**src/rtl/booth_pp_gen_pipe.sv**
```systemverilog
// booth_pp_gen_pipe: radix-8 Booth partial-product generator emitting one weighted row per handshake.
// Define R8_APPROX_3A_EN to build 3A with its APX_K low bits formed carry-free.
module booth_pp_gen_pipe #(
    parameter int W = 16,
    parameter int APX_K = 4
) (
    input  logic            clk,
    input  logic            rst_n,
    input  logic            in_valid,
    output logic            in_ready,
    input  logic [W-1:0]    in_a,
    input  logic [W-1:0]    in_b,
    output logic            out_valid,
    input  logic            out_ready,
    output logic [2*W-1:0]  out_pp,
    output logic [((W+2)/3 > 1 ? $clog2((W+2)/3) : 1)-1:0] out_row,
    output logic            out_last
);
    localparam int ROWS = (W + 2) / 3;
    localparam int RW = (ROWS > 1) ? $clog2(ROWS) : 1;
    localparam int BX = 3 * ROWS + 1;
    localparam int PW = 2 * W;

    typedef enum logic {IDLE, RUN} state_t;

    state_t        state, state_nx;
    logic [W-1:0]  a_q, b_q;
    logic          take, adv, done;
    logic [RW-1:0] row_nx;

    // 3A is split at APX_K: the upper halves are always added exactly,
    // the low halves are either added (exact) or OR-ed (carry-free approximation).
    function automatic logic [PW-1:0] row_pp(input logic [W-1:0] a, input logic [W-1:0] b,
                                             input logic [RW-1:0] idx);
        logic signed [PW-1:0] ax, a2, hi, a3;
        logic [PW-1:0]        mask, m, p;
        logic signed [BX-1:0] bs;
        logic [3:0]           dg;
        logic [2:0]           s, mag;
        ax = PW'($signed(a));
        a2 = ax <<< 1;
        mask = PW'((64'd1 << APX_K) - 64'd1);
        hi = ((a2 >>> APX_K) + (ax >>> APX_K)) <<< APX_K;
`ifdef R8_APPROX_3A_EN
        a3 = hi | ((a2 | ax) & mask);
`else
        a3 = hi + (a2 & mask) + (ax & mask);
`endif
        bs = BX'($signed(b));
        dg = 4'({bs[BX-2:0], 1'b0} >> (3 * int'(idx)));
        s = {1'b0, dg[2:1]} + {2'b00, dg[0]};
        mag = dg[3] ? 3'd4 - s : s;
        m = mag == 3'd1 ? ax : mag == 3'd2 ? a2 : mag == 3'd3 ? a3 : mag == 3'd4 ? (ax <<< 2) : '0;
        p = dg[3] ? ~m + 1'b1 : m;
        return p << (3 * int'(idx));
    endfunction

    assign row_nx = out_row + 1'b1;

    always_ff @(posedge clk or negedge rst_n) begin
        if (!rst_n)
            state <= IDLE;
        else
            state <= state_nx;
    end

    always_comb begin
        in_ready = state == IDLE || (state == RUN && out_last && out_ready);
        out_valid = state == RUN;
        take = in_valid && in_ready;
        adv = out_valid && out_ready && !out_last;
        done = out_valid && out_ready && out_last;
        state_nx = take ? RUN : done ? IDLE : state;
    end

    always_ff @(posedge clk or negedge rst_n) begin
        if (!rst_n) begin
            a_q      <= '0;
            b_q      <= '0;
            out_pp   <= '0;
            out_row  <= '0;
            out_last <= 1'b0;
        end else if (take) begin
            a_q      <= in_a;
            b_q      <= in_b;
            out_pp   <= row_pp(in_a, in_b, '0);
            out_row  <= '0;
            out_last <= 1'b0;
        end else if (adv) begin
            out_pp   <= row_pp(a_q, b_q, row_nx);
            out_row  <= row_nx;
            out_last <= row_nx == RW'(ROWS - 1);
        end else if (done) begin
            out_pp   <= '0;
            out_row  <= '0;
            out_last <= 1'b0;
        end
    end
endmodule

```
**config.mk**
```make
export PLATFORM = sky130hd
export DESIGN_NAME = booth_pp_gen_pipe
export DESIGN_NICKNAME = d
export VERILOG_FILES = /design/src/rtl/booth_pp_gen_pipe.sv
export SDC_FILE = /design/constraint.sdc
export NUM_CORES = 1
export LEC_CHECK = 0
export CAP_MARGIN = 10
export CORE_ASPECT_RATIO = 0.9
export CORE_MARGIN = 2
export CORE_UTILIZATION = 40
export CTS_BUF_LIST = sky130_fd_sc_hd__clkbuf_8
export DETAILED_ROUTE_END_ITERATION = 6
export GPL_TIMING_DRIVEN = 0
export PLACE_DENSITY = 0.59
export SYNTH_ARGS = -nofsm -noshare
export SYNTH_HDL_FRONTEND = slang
export SYNTH_SLANG_ARGS = --single-unit
```
**constraint.sdc**
```tcl
create_clock -name clk -period 10.1 [get_ports clk]
set_input_delay 2.02 -clock clk [delete_from_list [all_inputs] [get_ports clk]]
set_output_delay 2.02 -clock clk [all_outputs]
set_load 0.05 [all_outputs]
```
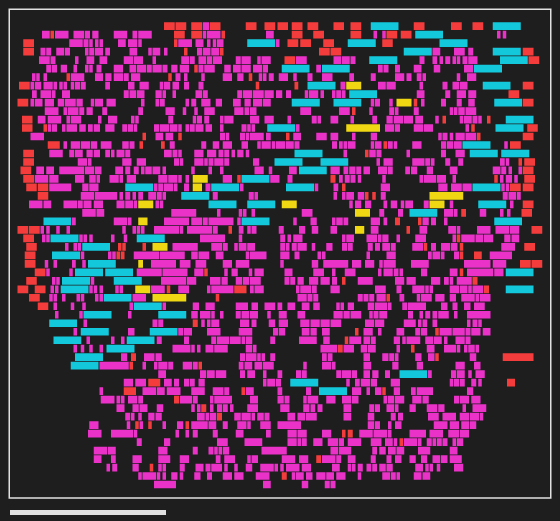
**Above:** run 1 (placement by cell class).
Bar = 50 microns.
clock drivers and dummy loads: shown in yellow, cells 16. flip-flops: shown in cyan, cells 69. other buffers and delay cells: shown in red, cells 157. all other logic: shown in magenta, cells 1,225.
fraction of area in registers: 0.147
Finished Core Util: 0.466
Core ar.: 0.0252 sq mm
Core Rows: 55

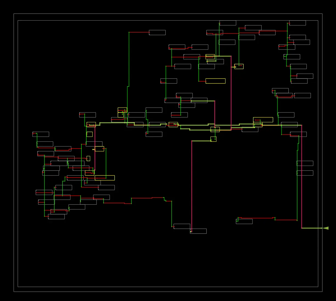
**Above:** run 1 (clock routing).
clock buffer count: 9
CTS Buf Count: 9
Clock Skew: 19.5 ps

==> ci_impl_report.md, run 1 <==
### Yosys + OpenROAD results

| Metric | Value |
|---|---|
| Die X-Extent | `approximately 170 microns` |
| Floorplan Utilization | `0.408` |
| Relative slew margins | `0.229` |
| Met2 Use GR | `0.454` |
| Number of global-route vias before repair | `approximately 11k` |
| Max reg flops | `32` |
| Clk pin slew, worst setup/hold paths | `100 ps` |
| DR WL met3 | `3560 microns` |
| Routed len/inst | `22.6 microns` |
| Placed cells | `approximately 1.8k` |
| Filler instances | `2,676` |
| Grt peak-use layer | `met2` |
| Comb/total area | `0.688` |
| Layout Nets | `~1.5k` |
| Seq_cells | `~69` |
| Die height | `156 microns` |
| Die Footprint | `between 0.02 and 0.03 sq mm` |
| Crit path kind | `register to register` |
| Gate Count Post-Synth | `around 1.4k` |
| Post-DP Area | `around 0.011 sq mm` |
| Leading cell kind | `multi-input combinational cells` |
| Seq share, synth | `0.168` |
| Worst R2R End | `out_pp[28]$_DFFE_PN0P_` |
| Routed Wire Length | `around 40,000 microns` |
| Antenna fix cells | `0` |
| Most common cell on crit path | `clkbuf_1` |
| RD Place Congestion | `between 0.9 and 1` |
| TAP cells | `about 340` |
| Logic area | `approximately 0.0081 sq mm` |
| Initial antenna violation count | `0` |
| Longest Clk Path Bufs | `2` |
| Worst r2r src | `out_row[0]$_DFFE_PN0P_` |
| Initial detailed-routing violation count | `about 1.3k` |
| Met3 Use GR | `0.0575` |
| Reg2Reg Setup Slack | `about 200 ps` |
| Crit path depth | `29` |
| Via count | `between 10k and 15k` |
| Setup crit end | `out_pp[28]$_DFFE_PN0P_` |
| Syn avg cell area | `about 7.5 sq um` |
| Post-Synth AOI/OAI Area | `0.342` |
| Synth Area in XOR/XNOR | `0.0575` |
| Synth Area in Simple Gates | `0.268` |
| Inverter count | `38` |
| Cell area leaders | `dfrtp_1 (17%), nand2_1 (7.2%), ha_1 (5.0%), nor2_1 (4.3%), a21oi_1 (3.9%)` |
| Mux share | `0.0563` |
| I/O pin count | `between 70 and 80` |
| Depth of the worst register-to-register path | `29` |
| Sequential standard cell area | `0.00173 sq mm` |
| Routed Antenna Nets | `0` |
| Cell area after synthesis | `between 0.01 and 0.015 sq mm` |
| GRT overflow | `0` |
| Met1 WL | `between 15,000 and 20,000 microns` |
| Clock-cell share of area | `0.0209` |
| Area grow syn2layout | `14.2%` |
| Clk root buf | `clkbuf_8` |
| Number of max-cap violations | `0` |
| Top non-seq family | `AND-OR/OR-AND gates` |
| CTS H-tree depth | `3` |
| DRC viols | `0` |
| Buf+Inv Stages, Crit Path | `9` |
| First-pass iteration count of the detailed router | `5` |
| Status | `finished, final reports clean` |
| Ys Warns | `0` |
| Cell area after layout | `0.0117 sq mm` |
| Worst Setup SP | `out_row[0]$_DFFE_PN0P_` |
| Top sig layer | `met4` |
| DP HPWL | `around 32,000 microns` |
| Non-clock buffer count | `between 150 and 200` |
| Global-route wire length before repair | `64,400 microns` |
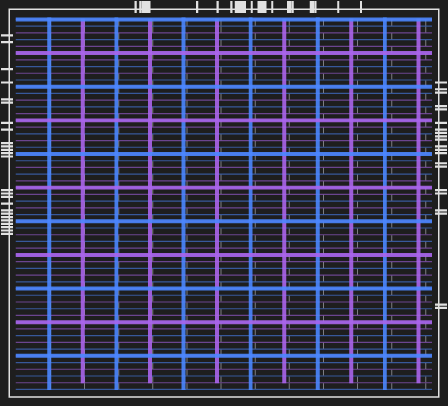
**Above:** run 1 (PDN straps and rails).
Pins as bars on the die edge. Tap cells in grey.
VSS: shown in blue. VDD: shown in purple.
56 met1 rails follow the rows. 11 straps on met5. 12 straps on met4. The core has 55 rows. 342 tap cells.

==> run 1 -> run 2 <==
==> constraint.sdc (replaced) <==
create_clock -name clk -period 10.1 [get_ports clk]
set_input_delay 1.515 -clock clk [delete_from_list [all_inputs] [get_ports clk]]
set_output_delay 1.515 -clock clk [all_outputs]
set_load 0.05 [all_outputs]
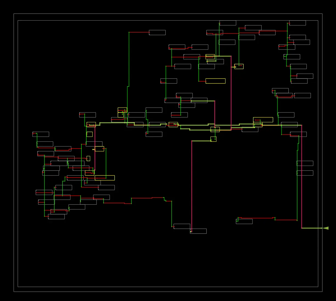
**Above:** run 2 (clock routing).
Clock Latency Late Sink: 380 ps
seq_cells: 69
CTS sink count: 69

==> ci_impl_report.md, run 2 <==
### Yosys + OpenROAD results

| Metric | Value |
|---|---|
| Sum Neg Setup Slack | `0 ps (unchanged)` |
| Die height | `156 microns (unchanged)` |
| Fraction of area in registers | `0.147 (unchanged)` |
| Leading cell kind | `multi-input combinational cells (unchanged)` |
| Antenna fix cells | `0 (unchanged)` |
| Buf+Inv Stages, Crit Path | `9 (unchanged)` |
| RD Place Congestion | `0.971 (unchanged)` |
| Clock buffer count | `9 (unchanged)` |
| Crit path depth | `29 (unchanged)` |
| Initial detailed-routing violation count | `1,311 (unchanged)` |
| Area grow syn2layout | `14.2% (unchanged)` |
| I/O pin count | `74 (unchanged)` |
| First-pass iteration count of the detailed router | `5 (unchanged)` |
| DR WL met3 | `3560 microns (unchanged)` |
| DP HPWL | `32,300 microns (unchanged)` |
| Biggest register | `out_pp (unchanged)` |
| Syn avg cell area | `7.47 sq um (unchanged)` |
| Cell area after synthesis | `0.0103 sq mm (unchanged)` |
| Layout Nets | `1,544 (unchanged)` |
| Routed Antenna Nets | `0 (unchanged)` |
| Worst Setup SP | `out_row[0]$_DFFE_PN0P_ (unchanged)` |
| Yosys synthesis chip area | `0.0103 sq mm (unchanged)` |
| Number of max-cap violations | `0 (unchanged)` |
| IO buf count | `73 (unchanged)` |
| Clk pin slew, worst setup/hold paths | `100 ps (about the same)` |
| Depth of the worst register-to-register path | `29 (unchanged)` |
| Die X-Extent | `173 microns (unchanged)` |
| Reg2Reg Setup Slack | `200 ps (about the same)` |
| TAP cells | `342 (unchanged)` |
| CTS Buf Count | `9 (unchanged)` |
| Relative slew margins | `0.229 (unchanged)` |
| Longest Clk Path Bufs | `2 (unchanged)` |
| Startpoint types | `register (unchanged)` |
| DP Worst Slack | `-247 ps (unchanged)` |
| Met1 WL | `19,300 microns (unchanged)` |
| Cell area leaders | `dfrtp_1 (17%), nand2_1 (7.2%), ha_1 (5.0%), nor2_1 (4.3%), a21oi_1 (3.9%) (unchanged)` |
| Cell area after layout | `0.0117 sq mm (unchanged)` |
| Die Footprint | `0.0270 sq mm (unchanged)` |
| Initial antenna violation count | `0 (unchanged)` |
| Inverter count | `38 (unchanged)` |
| Largest net degree at the start of global routing | `56 (unchanged)` |
| Max reg flops | `32 (unchanged)` |
| Core ar. | `0.0252 sq mm (unchanged)` |
| Global-route wire length before repair | `64,400 microns (unchanged)` |
| Clk root buf | `clkbuf_8 (unchanged)` |
| Comb/total area | `0.688 (unchanged)` |
| Mux share | `0.0563 (unchanged)` |
| Met2 Use GR | `0.454 (unchanged)` |
| DRC viols | `0 (unchanged)` |
| Gate Count Post-Synth | `1,377 (unchanged)` |
| Top sig layer | `met4 (unchanged)` |
| Top non-seq family | `AND-OR/OR-AND gates (unchanged)` |
| Grt peak-use layer | `met2 (unchanged)` |
| Number of global-route vias before repair | `10.9k (unchanged)` |
| Synth Area in Simple Gates | `0.268 (unchanged)` |
| Ys Warns | `0 (unchanged)` |
| Finished Core Util | `0.466 (unchanged)` |
| Core Rows | `55 (unchanged)` |
| Routed len/inst | `22.6 microns (unchanged)` |
| Sequential standard cell area | `0.00173 sq mm (unchanged)` |
| Status | `finished, final reports clean (unchanged)` |
| Worst r2r src | `out_row[0]$_DFFE_PN0P_ (unchanged)` |
| CTS H-tree depth | `3 (unchanged)` |
| Crit path kind | `register to register (unchanged)` |
| Worst R2R End | `out_pp[28]$_DFFE_PN0P_ (unchanged)` |
| Met1 Usage GRT | `0.442 (unchanged)` |
| Post-Synth AOI/OAI Area | `0.342 (unchanged)` |
| Cell Type Count | `111 (unchanged)` |
| Filler instances | `2,676 (unchanged)` |
| GRT overflow | `0 (unchanged)` |
| Clock-cell share of area | `0.0209 (unchanged)` |
| Synth Area in XOR/XNOR | `0.0575 (unchanged)` |
| Met3 Use GR | `0.0575 (unchanged)` |
| Non-clock buffer count | `157 (unchanged)` |
| Via count | `11.6k (unchanged)` |
| Routed Wire Length | `40,800 microns (unchanged)` |
| Logic area | `0.00808 sq mm (unchanged)` |
| Clock Skew | `19.5 ps (unchanged)` |
| Post-DP Area | `0.0115 sq mm (unchanged)` |
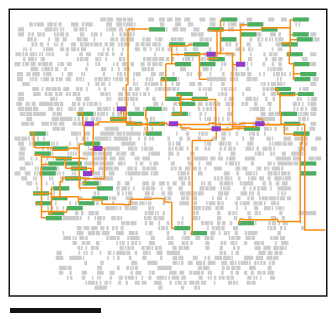
**Above:** run 2 (clock distribution).
Bar = 50 microns.
flip-flops: shown in green, count 69. clock wires: shown in orange, length 1,420 microns. cells driving clock nets: shown in purple, count 9.
There are 10 routed clock nets.

